[config.mk]
export PLATFORM = sky130hd
export DESIGN_NAME = sram_lsu_bridge_flat
export DESIGN_NICKNAME = d
export VERILOG_FILES = /design/src/rtl/sram_bridge_pkg.sv /design/src/rtl/sram_lsu_bridge_if.sv /design/src/rtl/sram_lsu_bridge_lane_align.sv /design/src/rtl/sram_lsu_bridge.sv /design/src/flat_wrapper.sv
export SDC_FILE = /design/constraint.sdc
export NUM_CORES = 1
export LEC_CHECK = 0
export CAP_MARGIN = 30
export CORE_MARGIN = 1
export CORE_UTILIZATION = 45
export CTS_BUF_LIST = sky130_fd_sc_hd__clkbuf_8
export CTS_CLUSTER_SIZE = 28
export DETAILED_ROUTE_END_ITERATION = 8
export DONT_BUFFER_PORTS = 1
export PLACE_DENSITY_LB_ADDON = 0.3
export SYNTH_ARGS = -nofsm -noshare
export SYNTH_HDL_FRONTEND = slang
export SYNTH_SLANG_ARGS = --single-unit
[constraint.sdc]
create_clock -name i_clk -period 1.93 [get_ports i_clk]
set_input_delay 0.4825 -clock i_clk [delete_from_list [all_inputs] [get_ports i_clk]]
set_output_delay 0.4825 -clock i_clk [all_outputs]
set_load 0.005 [all_outputs]
[src/rtl/sram_bridge_pkg.sv]
// Shared types and constants for the LSU-to-SRAM-controller bridge.
package sram_bridge_pkg;

   typedef enum logic [1:0] {
      SZ_B = 2'b00,
      SZ_H = 2'b01,
      SZ_W = 2'b10
   } size_e;

   typedef enum logic [1:0] {
      ST_IDLE,
      ST_ISSUE,
      ST_WAIT,
      ST_RESP
   } state_e;

   localparam int unsigned SRAM_SPAN_BYTES = 1 << 19;
   localparam int          SRAM_SPAN_LOG2  = 19;

   // Size code 2'b11 is reserved; halves need addr[0]=0, words need addr[1:0]=0.
   function automatic logic size_align_err(input logic [1:0] size, input logic [1:0] a);
      return (size == 2'b11) ||
             ((size == SZ_H) && a[0]) ||
             ((size == SZ_W) && (a != 2'b00));
   endfunction

endpackage

[src/rtl/sram_lsu_bridge_if.sv]
// LSU request/response channel plus SRAM-controller strobe bus seen by the bridge.
interface sram_lsu_bridge_if;

   logic        i_req_valid;
   logic        o_req_ready;
   logic        i_req_we;
   logic [31:0] i_req_addr;
   logic [31:0] i_req_wdata;
   logic [1:0]  i_req_size;
   logic        i_req_unsigned;

   logic        o_rsp_valid;
   logic        i_rsp_ready;
   logic [31:0] o_rsp_rdata;
   logic        o_rsp_err;

   logic [17:0] o_ADDR;
   logic [31:0] o_WDATA;
   logic [3:0]  o_BMASK;
   logic        o_WREN;
   logic        o_RDEN;
   logic [31:0] i_RDATA;
   logic        i_ACK;

   // Bridge side.
   modport master (
      input  i_req_valid, i_req_we, i_req_addr, i_req_wdata, i_req_size, i_req_unsigned,
      output o_req_ready,
      output o_rsp_valid, o_rsp_rdata, o_rsp_err,
      input  i_rsp_ready,
      output o_ADDR, o_WDATA, o_BMASK, o_WREN, o_RDEN,
      input  i_RDATA, i_ACK
   );

   // LSU plus controller side.
   modport slave (
      output i_req_valid, i_req_we, i_req_addr, i_req_wdata, i_req_size, i_req_unsigned,
      input  o_req_ready,
      input  o_rsp_valid, o_rsp_rdata, o_rsp_err,
      output i_rsp_ready,
      input  o_ADDR, o_WDATA, o_BMASK, o_WREN, o_RDEN,
      output i_RDATA, i_ACK
   );

endinterface

[src/rtl/sram_lsu_bridge_lane_align.sv]
// Combinational byte-lane steering: store replication/byte mask, load extraction/extension.
module sram_lane_align
   import sram_bridge_pkg::*;
(
   input  logic        we_i,
   input  logic [1:0]  size_i,
   input  logic [1:0]  byte_off_i,
   input  logic        unsigned_i,
   input  logic [31:0] st_data_i,
   output logic [31:0] st_wdata_o,
   output logic [3:0]  st_bmask_o,
   input  logic [31:0] ld_rdata_i,
   output logic [31:0] ld_data_o
);

   for (genvar gi = 0; gi < 4; gi++) begin : g_lane
      localparam logic [1:0] LANE = 2'(gi);
      logic [7:0] lane_data;
      logic       lane_en;

      // Loads enable every lane and drive no data.
      always_comb begin
         lane_data = 8'h00;
         lane_en   = 1'b0;
         if (!we_i) begin
            lane_en = 1'b1;
         end else begin
            case (size_i)
               SZ_B: begin
                  lane_data = st_data_i[7:0];
                  lane_en   = (byte_off_i == LANE);
               end
               SZ_H: begin
                  lane_data = st_data_i[8*(gi%2) +: 8];
                  lane_en   = (byte_off_i[1] == LANE[1]);
               end
               SZ_W: begin
                  lane_data = st_data_i[8*gi +: 8];
                  lane_en   = 1'b1;
               end
               default: ;
            endcase
         end
      end

      assign st_wdata_o[8*gi +: 8] = lane_data;
      assign st_bmask_o[gi]        = lane_en;
   end

   logic [7:0]  ld_byte;
   logic [15:0] ld_half;

   always_comb begin
      ld_byte = ld_rdata_i[7:0];
      case (byte_off_i)
         2'd1:    ld_byte = ld_rdata_i[15:8];
         2'd2:    ld_byte = ld_rdata_i[23:16];
         2'd3:    ld_byte = ld_rdata_i[31:24];
         default: ld_byte = ld_rdata_i[7:0];
      endcase
      ld_half = byte_off_i[1] ? ld_rdata_i[31:16] : ld_rdata_i[15:0];

      ld_data_o = ld_rdata_i;
      case (size_i)
         SZ_B:    ld_data_o = {{24{ld_byte[7] & ~unsigned_i}}, ld_byte};
         SZ_H:    ld_data_o = {{16{ld_half[15] & ~unsigned_i}}, ld_half};
         default: ld_data_o = ld_rdata_i;
      endcase
   end

endmodule

[src/rtl/sram_lsu_bridge.sv]
// Single-outstanding LSU initiator for the IS61WV25616 SRAM controller:
// validates a request, issues one enable pulse, waits for ACK or timeout, returns a response.
module sram_lsu_bridge
   import sram_bridge_pkg::*;
#(
   parameter logic [31:0] BASE_ADDR = 32'h0000_0000,
   parameter int          TIMEOUT   = 16
)
(
   input  logic               i_clk,
   input  logic               i_reset,
   sram_lsu_bridge_if.master  bus,
   output logic               o_busy
);

   localparam int            CW       = $clog2(TIMEOUT);
   localparam logic [CW-1:0] CNT_LAST = CW'(TIMEOUT - 1);

   state_e        state_q, state_d;
   logic          we_q, we_d;
   logic [1:0]    size_q, size_d;
   logic [1:0]    boff_q, boff_d;
   logic          uns_q, uns_d;
   logic [31:0]   wdata_q, wdata_d;
   logic [16:0]   off_q, off_d;
   logic          err_q, err_d;
   logic [31:0]   rdata_q, rdata_d;
   logic [CW-1:0] cnt_q, cnt_d;

   logic [31:0]   off_full;
   logic [1:0]    unused_off_lsb;
   logic          req_bad;
   logic [31:0]   lane_wdata;
   logic [3:0]    lane_bmask;
   logic [31:0]   ld_data;
   logic          drive_bus;

   // The halfword address only needs off[18:2]; the low offset bits carry no information.
   assign off_full       = bus.i_req_addr - BASE_ADDR;
   assign unused_off_lsb = off_full[1:0];
   assign req_bad        = (|off_full[31:SRAM_SPAN_LOG2]) ||
                           size_align_err(bus.i_req_size, bus.i_req_addr[1:0]);

   sram_lane_align u_align (
      .we_i       (we_q),
      .size_i     (size_q),
      .byte_off_i (boff_q),
      .unsigned_i (uns_q),
      .st_data_i  (wdata_q),
      .st_wdata_o (lane_wdata),
      .st_bmask_o (lane_bmask),
      .ld_rdata_i (bus.i_RDATA),
      .ld_data_o  (ld_data)
   );

   always_ff @(posedge i_clk) begin
      if (i_reset) begin
         state_q <= ST_IDLE;
         we_q    <= 1'b0;
         size_q  <= 2'b00;
         boff_q  <= 2'b00;
         uns_q   <= 1'b0;
         wdata_q <= '0;
         off_q   <= '0;
         err_q   <= 1'b0;
         rdata_q <= '0;
         cnt_q   <= '0;
      end else begin
         state_q <= state_d;
         we_q    <= we_d;
         size_q  <= size_d;
         boff_q  <= boff_d;
         uns_q   <= uns_d;
         wdata_q <= wdata_d;
         off_q   <= off_d;
         err_q   <= err_d;
         rdata_q <= rdata_d;
         cnt_q   <= cnt_d;
      end
   end

   always_comb begin
      state_d = state_q;
      we_d    = we_q;
      size_d  = size_q;
      boff_d  = boff_q;
      uns_d   = uns_q;
      wdata_d = wdata_q;
      off_d   = off_q;
      err_d   = err_q;
      rdata_d = rdata_q;
      cnt_d   = cnt_q;
      case (state_q)
         ST_IDLE: begin
            if (bus.i_req_valid) begin
               we_d    = bus.i_req_we;
               size_d  = bus.i_req_size;
               boff_d  = bus.i_req_addr[1:0];
               uns_d   = bus.i_req_unsigned;
               wdata_d = bus.i_req_wdata;
               off_d   = off_full[18:2];
               err_d   = req_bad;
               rdata_d = '0;
               state_d = req_bad ? ST_RESP : ST_ISSUE;
            end
         end
         ST_ISSUE: begin
            cnt_d   = '0;
            state_d = ST_WAIT;
         end
         ST_WAIT: begin
            if (bus.i_ACK) begin
               rdata_d = we_q ? 32'h0 : ld_data;
               err_d   = 1'b0;
               state_d = ST_RESP;
            end else if (cnt_q == CNT_LAST) begin
               rdata_d = '0;
               err_d   = 1'b1;
               state_d = ST_RESP;
            end else begin
               cnt_d = cnt_q + CW'(1);
            end
         end
         ST_RESP: begin
            if (bus.i_rsp_ready) state_d = ST_IDLE;
         end
         default: state_d = ST_IDLE;
      endcase
   end

   // Controller-facing fields are only meaningful while a request is in flight.
   assign drive_bus       = (state_q == ST_ISSUE) || (state_q == ST_WAIT);
   assign bus.o_ADDR      = drive_bus ? {off_q, 1'b0} : 18'h0;
   assign bus.o_WDATA     = drive_bus ? lane_wdata : 32'h0;
   assign bus.o_BMASK     = drive_bus ? lane_bmask : 4'h0;
   assign bus.o_WREN      = (state_q == ST_ISSUE) && we_q;
   assign bus.o_RDEN      = (state_q == ST_ISSUE) && !we_q;

   assign bus.o_req_ready = (state_q == ST_IDLE);
   assign bus.o_rsp_valid = (state_q == ST_RESP);
   assign bus.o_rsp_rdata = rdata_q;
   assign bus.o_rsp_err   = err_q;
   assign o_busy          = (state_q != ST_IDLE);

endmodule

[src/flat_wrapper.sv]
// flat-port wrapper written by rule: the top's interface ports become plain ports
module sram_lsu_bridge_flat import sram_bridge_pkg::*;
#(
   parameter logic [31:0] BASE_ADDR = 32'h0000_0000,
   parameter int          TIMEOUT   = 16
)
  (i_clk, i_reset, o_busy, bus_i_req_valid, bus_i_req_we, bus_i_req_addr, bus_i_req_wdata, bus_i_req_size, bus_i_req_unsigned, bus_o_req_ready, bus_o_rsp_valid, bus_o_rsp_rdata, bus_o_rsp_err, bus_i_rsp_ready, bus_o_ADDR, bus_o_WDATA, bus_o_BMASK, bus_o_WREN, bus_o_RDEN, bus_i_RDATA, bus_i_ACK);
  sram_lsu_bridge_if bus_i ();
  input  logic i_clk;
  input  logic i_reset;
  output logic o_busy;
  input wire logic [$bits(bus_i.i_req_valid)-1:0] bus_i_req_valid;
  input wire logic [$bits(bus_i.i_req_we)-1:0] bus_i_req_we;
  input wire logic [$bits(bus_i.i_req_addr)-1:0] bus_i_req_addr;
  input wire logic [$bits(bus_i.i_req_wdata)-1:0] bus_i_req_wdata;
  input wire logic [$bits(bus_i.i_req_size)-1:0] bus_i_req_size;
  input wire logic [$bits(bus_i.i_req_unsigned)-1:0] bus_i_req_unsigned;
  output wire logic [$bits(bus_i.o_req_ready)-1:0] bus_o_req_ready;
  output wire logic [$bits(bus_i.o_rsp_valid)-1:0] bus_o_rsp_valid;
  output wire logic [$bits(bus_i.o_rsp_rdata)-1:0] bus_o_rsp_rdata;
  output wire logic [$bits(bus_i.o_rsp_err)-1:0] bus_o_rsp_err;
  input wire logic [$bits(bus_i.i_rsp_ready)-1:0] bus_i_rsp_ready;
  output wire logic [$bits(bus_i.o_ADDR)-1:0] bus_o_ADDR;
  output wire logic [$bits(bus_i.o_WDATA)-1:0] bus_o_WDATA;
  output wire logic [$bits(bus_i.o_BMASK)-1:0] bus_o_BMASK;
  output wire logic [$bits(bus_i.o_WREN)-1:0] bus_o_WREN;
  output wire logic [$bits(bus_i.o_RDEN)-1:0] bus_o_RDEN;
  input wire logic [$bits(bus_i.i_RDATA)-1:0] bus_i_RDATA;
  input wire logic [$bits(bus_i.i_ACK)-1:0] bus_i_ACK;
  assign bus_i.i_req_valid = bus_i_req_valid;
  assign bus_i.i_req_we = bus_i_req_we;
  assign bus_i.i_req_addr = bus_i_req_addr;
  assign bus_i.i_req_wdata = bus_i_req_wdata;
  assign bus_i.i_req_size = bus_i_req_size;
  assign bus_i.i_req_unsigned = bus_i_req_unsigned;
  assign bus_o_req_ready = bus_i.o_req_ready;
  assign bus_o_rsp_valid = bus_i.o_rsp_valid;
  assign bus_o_rsp_rdata = bus_i.o_rsp_rdata;
  assign bus_o_rsp_err = bus_i.o_rsp_err;
  assign bus_i.i_rsp_ready = bus_i_rsp_ready;
  assign bus_o_ADDR = bus_i.o_ADDR;
  assign bus_o_WDATA = bus_i.o_WDATA;
  assign bus_o_BMASK = bus_i.o_BMASK;
  assign bus_o_WREN = bus_i.o_WREN;
  assign bus_o_RDEN = bus_i.o_RDEN;
  assign bus_i.i_RDATA = bus_i_RDATA;
  assign bus_i.i_ACK = bus_i_ACK;
  sram_lsu_bridge #(.BASE_ADDR(BASE_ADDR), .TIMEOUT(TIMEOUT)) u_core (.i_clk(i_clk), .i_reset(i_reset), .bus(bus_i), .o_busy(o_busy));
endmodule
==> results.txt, run 1 <==
flow finished, numbers: Crit. path cell count 6, fin area 0.00553 mm^2, layout net count 683, CP Launch Type flop, CTS buffer count 9, Non-clk bufs 49, main area contributors dfxtp_1, nand2_1, a21oi_1, Clock Buffer Count 9, Critical Path End bus_o_WDATA[30], Setup Viol. Count Final 37, # H-tree levels 3, Worst Setup Slack, final -273 ps, Cell Chain, Critical Path inv_4 > ha_4 > buf_8 > buf_12 > a222oi_1 > nor2_4, row cnt 36, hold path depth 1, YS warnings 0, Netlist cell types 45, IO Pins 197, measured slew at the worst slew-check pin 671 ps, dpl hpwl 9280 um, critical path's largest stage delay 450 ps, ANT nets after route 0, Max clock buf depth 2, R2R Setup Slk 140 ps, Hold Vio Cnt, Final 0, failing checks setup timing, hold endpoint u_core.state_q[0], Seq/Total Area, Yosys 41.7%, first-pass GRT wire length 19,900 um, clock latency at the later pin of the worst-skew pair 360 ps, Clock Pin Slew Worst Setup and Hold Paths 100 ps, final count of pins violating max slew 0, commonest cells in the netlist nand2_1, dfxtp_1, a21oi_1, Max Cap Viol 0, Hold Worst Slack 198 ps, Slew headroom 55.2%, yosys xor share 0.388%, Reg power frac 37.6%, hold_sp i_reset, number of synthesized flops with an enable pin 0, DRT Pass-1 Iters 8, most frequent cell after synthesis nand2_1, Hold-fix buffers, CTS 0, reg2reg start u_core.size_q[0], Worst Path Max Fanout 13, Worst R2R End u_core.bus.o_rsp_rdata[20], initial antenna violation count 0, Leading cell kind combinational gates, Synth-to-Final Area Change 22.6%, Post-DP Area 0.00485 mm^2, Crit. Startpoint u_core.size_q[0], Core Util at FP 46.4%, Total Die Area 0.0104 mm^2, port bufs 0, Non-clock buffering overhead 9.68%, Synth area leader dfxtp_1, Non-clock inverters 5, Post-synth regs 94, CTS resizes 68, Pwr Density 1210 mW/mm^2, internal power 0.00409 W, R2R depth 9, comb. cell area 0.00271 mm^2, Pwr Total 0.00671 W, sw power 0.00262 W, register area 0.00189 mm^2, Antenna diodes 0, Seq cells 94, worst min-delay path class in2reg, outcome finished with violations, routed len/inst 19.1 um, Worst EP arrival 1720 ps, Max VDD drop 0.576 mV, tool warning count 34, clk tree area frac 3.82%, net count after synthesis 671, pre-CTS setup slack -121 ps, worst path bufs/invs 3
-- run 1: metal layers --
metal  routed length, um  GRT usage (%)  vias to the layer above
met4                 303           9.67                        0
met2                6410           39.0                      206
li1                    -              -                     1996
met3                1320           6.84                       24
met5                   0              0                        -
met1                5500           31.1                     1951
-- run 1: power by group through the flow --
stage          clock network (W)  logic, W  registers, W
3_3_place_gp                   0   0.00229       0.00252
6_report                 0.00143   0.00276       0.00252
4_1_cts                  0.00143   0.00265       0.00250
3_5_place_dp                   0   0.00236       0.00253
2_1_floorplan                  0   0.00165       0.00246
5_1_grt                  0.00152   0.00301       0.00256
-- run 1: through the flow --
step / TNS, ps / instances
4_1_cts: -6970 / 704
3_3_place_gp: 0 / 678
2_1_floorplan: 0 / 557
5_1_grt: -9470 / 707
6_report: -6790 / 707
3_5_place_dp: -953 / 678
Fig. 1: run 1, signal wires on met1
Bar = 20 um. Supply wires on this layer in gray.
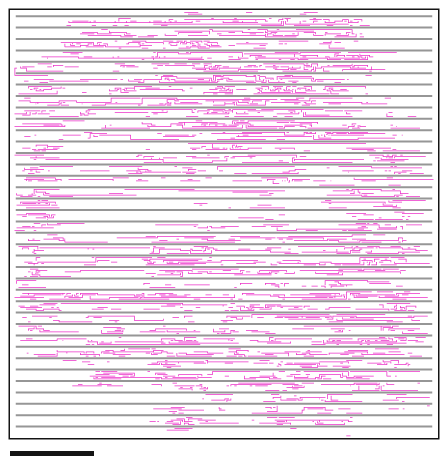
share of all routed wire: 41%
main direction: horizontal
wire length on this layer: 5,500 um
nets with wire on the layer: 612
longest straight run: 42.3 um
via count: 4,177
global routing usage on met1: 31.1%
Total Wirelength: 13,500 um

Fig. 2: run 1, routing congestion map
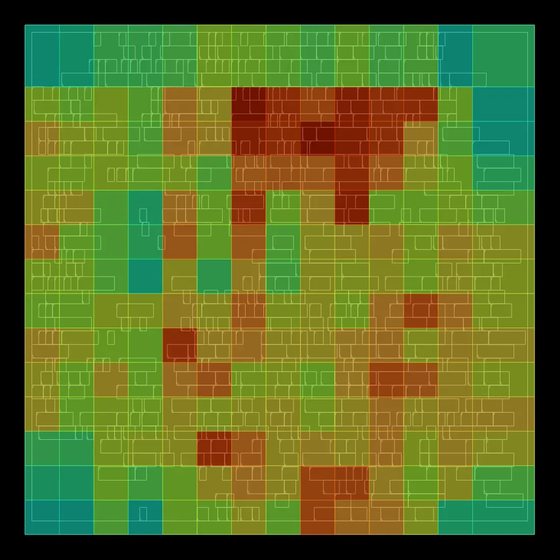
gr busiest metal: met2
met3 usage: 6.84%

Fig. 3: run 1, logic cells by family
Bar = 20 um.
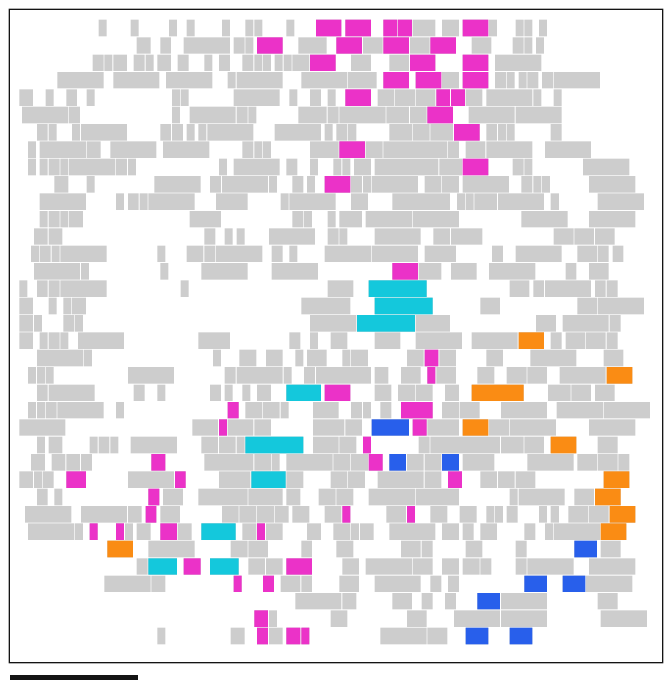
[NOR gates] magenta | cells: 53 | most used: nor2_4
[multiplexers] orange | cells: 10 | most used: mux2_2
[AND-OR and OR-AND gates] blue | cells: 9 | most used: a221o_1
[adder and majority cells] cyan | cells: 9 | most used: ha_4
final std cells w/o fill: 707
most frequent logic cell in the layout: nand2_1
combinational fraction of the cell area: 48.9%

Fig. 4: run 1, zoomed window
Bar = 10 um. Region (57, 6) to (97, 46) um. Cells in gray, sequential cells in the stronger gray; small squares are vias.
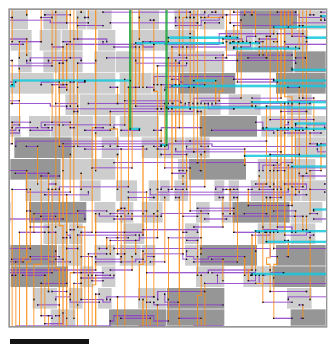
[metal 4] green
[metal 3] cyan
[metal 2] orange
[metal 1] purple
cells with their middle in the window: 110
sequential cells in the window: 20
netlist names of flops here include: `u_core.bus.o_rsp_rdata` (20)
most frequent: dfxtp_1 (20), o2bb2ai_1 (14), a21oi_1 (13)

==> run 2: changes to the inputs <==
--- a/config.mk
+++ b/config.mk
@@ -12,7 +12,7 @@
 export CTS_CLUSTER_SIZE = 28
 export DETAILED_ROUTE_END_ITERATION = 8
 export DONT_BUFFER_PORTS = 1
-export PLACE_DENSITY_LB_ADDON = 0.3
+export PLACE_DENSITY = 0.7
 export SYNTH_ARGS = -nofsm -noshare
 export SYNTH_HDL_FRONTEND = slang
 export SYNTH_SLANG_ARGS = --single-unit
Fig. 5: run 2, signal wires on met1
Bar = 20 um. Supply wires on this layer in gray.
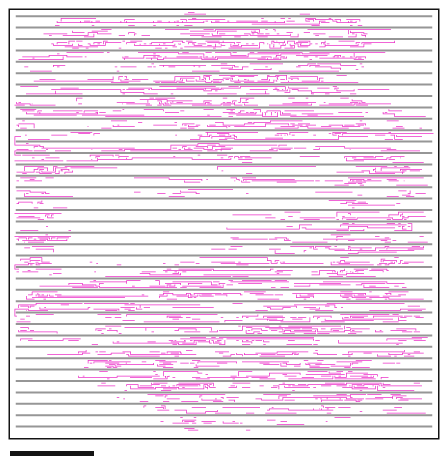
main direction: horizontal
wire length on this layer: 5,220 um
via count: 4,087
global routing usage on met1: 28.7%
Total Wirelength: 13,000 um

==> results.txt, run 2 <==
flow finished, numbers: CP Launch Type flop, Clock Buffer Count 9 (unchanged), Netlist cell types 45 (unchanged), met3 WL 1320 um (+0.30%), Clock Pin Slew Worst Setup and Hold Paths 100 ps (about the same), port bufs 0 (unchanged), RSZ-0062 raised after global routing yes, met3 usage 7.66% (+0.82 points), clk tree area frac 3.76% (-0.059 points), most frequent logic cell in the layout nand2_1, Antenna diodes 0 (unchanged), Non-clock inverters 5 (unchanged), Worst Setup Slack, final -244 ps (+29.2 ps), Final min period 2170 ps, Slew headroom 57.9% (+2.7 points), gr busiest metal met2, Non-clock buffering overhead 7.50% (-2.2 points), # H-tree levels 3 (unchanged), Clk power 0.00132 W (-8%), Post-Route Utilization 54.7%, final count of pins violating max slew 0 (unchanged), Setup TNS -7070 ps (-284 ps), Post-DP Area 0.00481 mm^2 (-0.83%), Hold Vio Cnt, Final 0 (unchanged), layout net count 676 (-1.0%), main area contributors dfxtp_1, nand2_1, a21oi_1, Max clock buf depth 2 (unchanged), outcome finished with violations, sequential power 0.00251 W (about the same), internal power 0.00384 W (-6.0%), row cnt 36 (unchanged), measured slew at the worst slew-check pin 630 ps (-40.6 ps), initial antenna violation count 0 (unchanged), yosys xor share 0.388% (unchanged), first-pass GRT wire length 18,700 um (-5.7%), Adder-Cell Fraction of Synth Area 2.50%, cell area after synthesis 0.00451 mm^2, Seq/Total Area, Yosys 41.7% (unchanged), fin area 0.00532 mm^2 (-3.8%), Core Util at FP 46.4% (unchanged), register area 0.00189 mm^2 (unchanged), Max VDD drop 0.474 mV (-18%), IO Pins 197 (unchanged), Non-clk bufs 42 (-14%), Reg power frac 39.3% (+1.7 points), failing checks setup timing, tool warning count 34 (unchanged), combinational fraction of the cell area 49.7% (+0.73 points), routed len/inst 18.6 um (-2.7%), Pwr Density 1200 mW/mm^2 (-0.95%), comb. cell area 0.00264 mm^2 (-2.4%), commonest cells in the netlist nand2_1, dfxtp_1, a21oi_1, Max Cap Viol 0 (unchanged), Worst Path Max Fanout 12 (-1), Pwr Total 0.00639 W (-4.8%), wire length on met2 6310 um (-1.6%), YS warnings 0 (unchanged), Synth area leader dfxtp_1, sw power 0.00255 W (-2.8%), period utilisation layout 113%, Top pwr grp combinational logic, Hold Worst Slack 174 ps (-24.5 ps), net count after synthesis 671 (unchanged), clock latency at the later pin of the worst-skew pair 370 ps (about the same), routed metal-1 wirelength 5220 um (-5.1%), Top Layer Used met4, Post-synth regs 94 (unchanged), Total Die Area 0.0104 mm^2 (unchanged), Synth-to-Final Area Change 17.9%, Leading cell kind combinational gates, DRT Pass-1 Iters 8 (unchanged), most frequent cell after synthesis nand2_1, number of synthesized flops with an enable pin 0 (unchanged), dpl hpwl 9150 um (-1.4%), ANT nets after route 0 (unchanged), worst min-delay path class in2reg, Setup Viol. Count Final 36 (-2.7%), final std cells w/o fill 700 (-0.99%), Comb. pwr 0.00256 W (-7%), pre-CTS setup slack -10.3 ps (+110 ps), Post-Place Cells 676 (-0.29%), Worst EP arrival 1690 ps (-30 ps), top cell type's share of synthesized area 41.7%, CTS buffer count 9 (unchanged), Syn Inst Count 557, met2 Use GR 38.7% (-0.36 points), Mapped Avg Cell Area 8.10 um^2, Seq cells 94 (unchanged), R2R Setup Slk 120 ps (-20 ps)
## run 2: timing repair
action | 4_1_cts | 5_1_grt
gates cloned | 1 | 2
hold buffers | 0 | 0
setup buffers | 1 | 4
pin swaps | 3 | 11
resized | 49 | 17
endpoints found under the hold margin | 0 | 0
endpoints found under the setup margin | 61 | 78
## run 2: final timing paths
| path | end | cells after the start | start |
|---|---|---|---|
| max reg2reg | u_core.bus.o_rsp_rdata[28] | 10 | u_core.size_q[0] |
| min | u_core.state_q[0] | 1 | i_reset |
| min reg2reg | u_core.off_q[14] | 2 | u_core.off_q[14] |
| max | bus_o_WDATA[10] | 6 | u_core.state_q[0] |
## run 2: worst max-delay path: stages, from the launching register on
cell and delay, ps:
dfxtp_2 350, inv_2 60, ha_4 260, nand2_2 60, or2_4 280, buf_12 170
nor2_2 140
==> run 3: changes to the inputs <==
--- a/config.mk
+++ b/config.mk
@@ -13,6 +13,7 @@
 export DETAILED_ROUTE_END_ITERATION = 8
 export DONT_BUFFER_PORTS = 1
 export PLACE_DENSITY = 0.7
+export REMOVE_ABC_BUFFERS = 1
 export SYNTH_ARGS = -nofsm -noshare
 export SYNTH_HDL_FRONTEND = slang
 export SYNTH_SLANG_ARGS = --single-unit
Fig. 6: run 3, signal wires on met1
Bar = 20 um. Supply wires on this layer in gray.
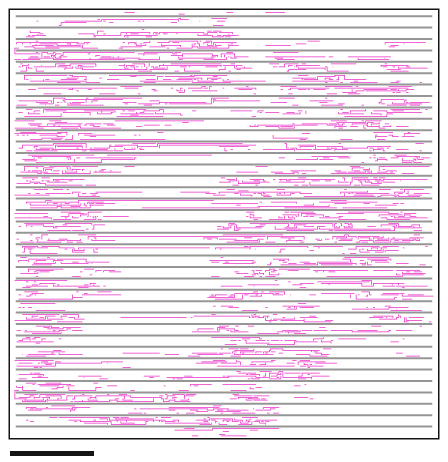
main direction: horizontal
longest straight run: 42.3 um
share of all routed wire: 39%
global routing usage on met1: 29.8%
via count: 4,236

==> results.txt, run 3 <==
flow finished, numbers: outcome finished with violations, failing checks setup timing, Antenna diodes 0 (unchanged), worst path bufs/invs 2 (unchanged), Total Wirelength 13,300 um (+2.3%), Max clock buf depth 2 (unchanged), port bufs 0 (unchanged), commonest cells in the netlist nand2_1, dfxtp_1, a21oi_1, R2R depth 7 (-3), met3 WL 1250 um (-5.4%), DRT Pass-1 Iters 6 (-2), Max Cap Viol 0 (unchanged), Total Die Area 0.0104 mm^2 (unchanged), Hold Worst Slack 171 ps (-3.34 ps), Setup Viol. Count Final 36 (unchanged), gr busiest metal met2, Post-synth regs 94 (unchanged), delay-heaviest family, CP AND-OR/OR-AND gates, hold path depth 1 (unchanged), Post-DP Area 0.00480 mm^2 (-0.16%), main area contributors dfxtp_1, nand2_1, a21oi_1, Cell Chain, Critical Path inv_4 > ha_4 > nor2b_4 > o21ba_4 > o21bai_1 > a21boi_1 > buf_4, Synth-to-Final Area Change 20.0%, Slew headroom 61.3% (+3.4 points), ANT nets after route 0 (unchanged), Netlist cell types 45 (unchanged), Clock Pin Slew Worst Setup and Hold Paths 90 ps (about the same), CP Launch Type flop, Crit. Startpoint u_core.size_q[0], most frequent logic cell in the layout nand2_1, Worst Setup Slack, final -242 ps (+1.91 ps), routed len/inst 18.9 um (+1.3%), tool warning count 33 (-2.9%), initial antenna violation count 0 (unchanged), clock latency at the later pin of the worst-skew pair 360 ps (about the same), layout net count 684 (+1.2%), dpl hpwl 8970 um (-1.9%), Worst R2R End u_core.bus.o_rsp_rdata[0], period utilisation layout 113% (about the same), Worst EP arrival 1690 ps (about the same), Crit. path cell count 7 (+1), Mapped Avg Cell Area 8.10 um^2 (unchanged), worst min-delay path class in2reg, most frequent cell after synthesis nand2_1, Pwr Density 1220 mW/mm^2 (+1.4%), IO Pins 197 (unchanged), final count of pins violating max slew 0 (unchanged), Critical Path End bus_o_BMASK[0], Adder-Cell Fraction of Synth Area 2.50% (unchanged), met3 usage 5.88% (-1.8 points), Hold-fix buffers, CTS 0 (unchanged), Critical-path top delay cell dfxtp_4, measured slew at the worst slew-check pin 580 ps (-50.0 ps), Top Layer Used met4, Core Util at FP 46.4% (unchanged), Syn Inst Count 557 (unchanged), # H-tree levels 3 (unchanged), Seq/Total Area, Yosys 41.7% (unchanged), Worst Path Max Fanout 6 (-6), CTS buffer count 9 (unchanged), pre-CTS setup slack -72.8 ps (-62.5 ps), YS warnings 0 (unchanged), first-pass GRT wire length 20,200 um (+7.8%), Final min period 2170 ps (-1.91 ps), row cnt 36 (unchanged), routed metal-1 wirelength 5170 um (-0.96%), cell area after synthesis 0.00451 mm^2 (unchanged), Max VDD drop 0.519 mV (+9.5%), Post-Route Utilization 55.6% (+0.98 points), final std cells w/o fill 707 (+1.0%), wire length on met2 6540 um (+3.8%)
-- run 3: cell counts after synthesis --
Identical to the previous run, type by type.
-- run 3: what timing repair did --
item                       CTS  global route
gates cloned                 4             0
buffers inserted             5             1
setup endpoints to repair   62            54
pin swaps                   29             3
gates resized               89            11
-- run 3: report_power, final --
part	total (W)	internal (W)	switching [W]
Combinational	0.00279	0.00120	0.00159
Sequential	0.00250	0.00225	0.000251
Clock	0.00129	0.000619	0.000676
-- run 3: layout make-up --
type / count / area [um^2] / area share, %
Inverter: 5 / 23.8 / 0.439
Tap cell: 133 / 166 / 3.07
Clock inverter: 5 / 50.0 / 0.924
Sequential cell: 94 / 1890 / 34.9
Timing Repair Buffer: 47 / 420 / 7.77
Multi-Input combinational cell: 413 / 2730 / 50.4
Clock buffer: 10 / 138 / 2.54
Power and IR drop assume default switching activity.
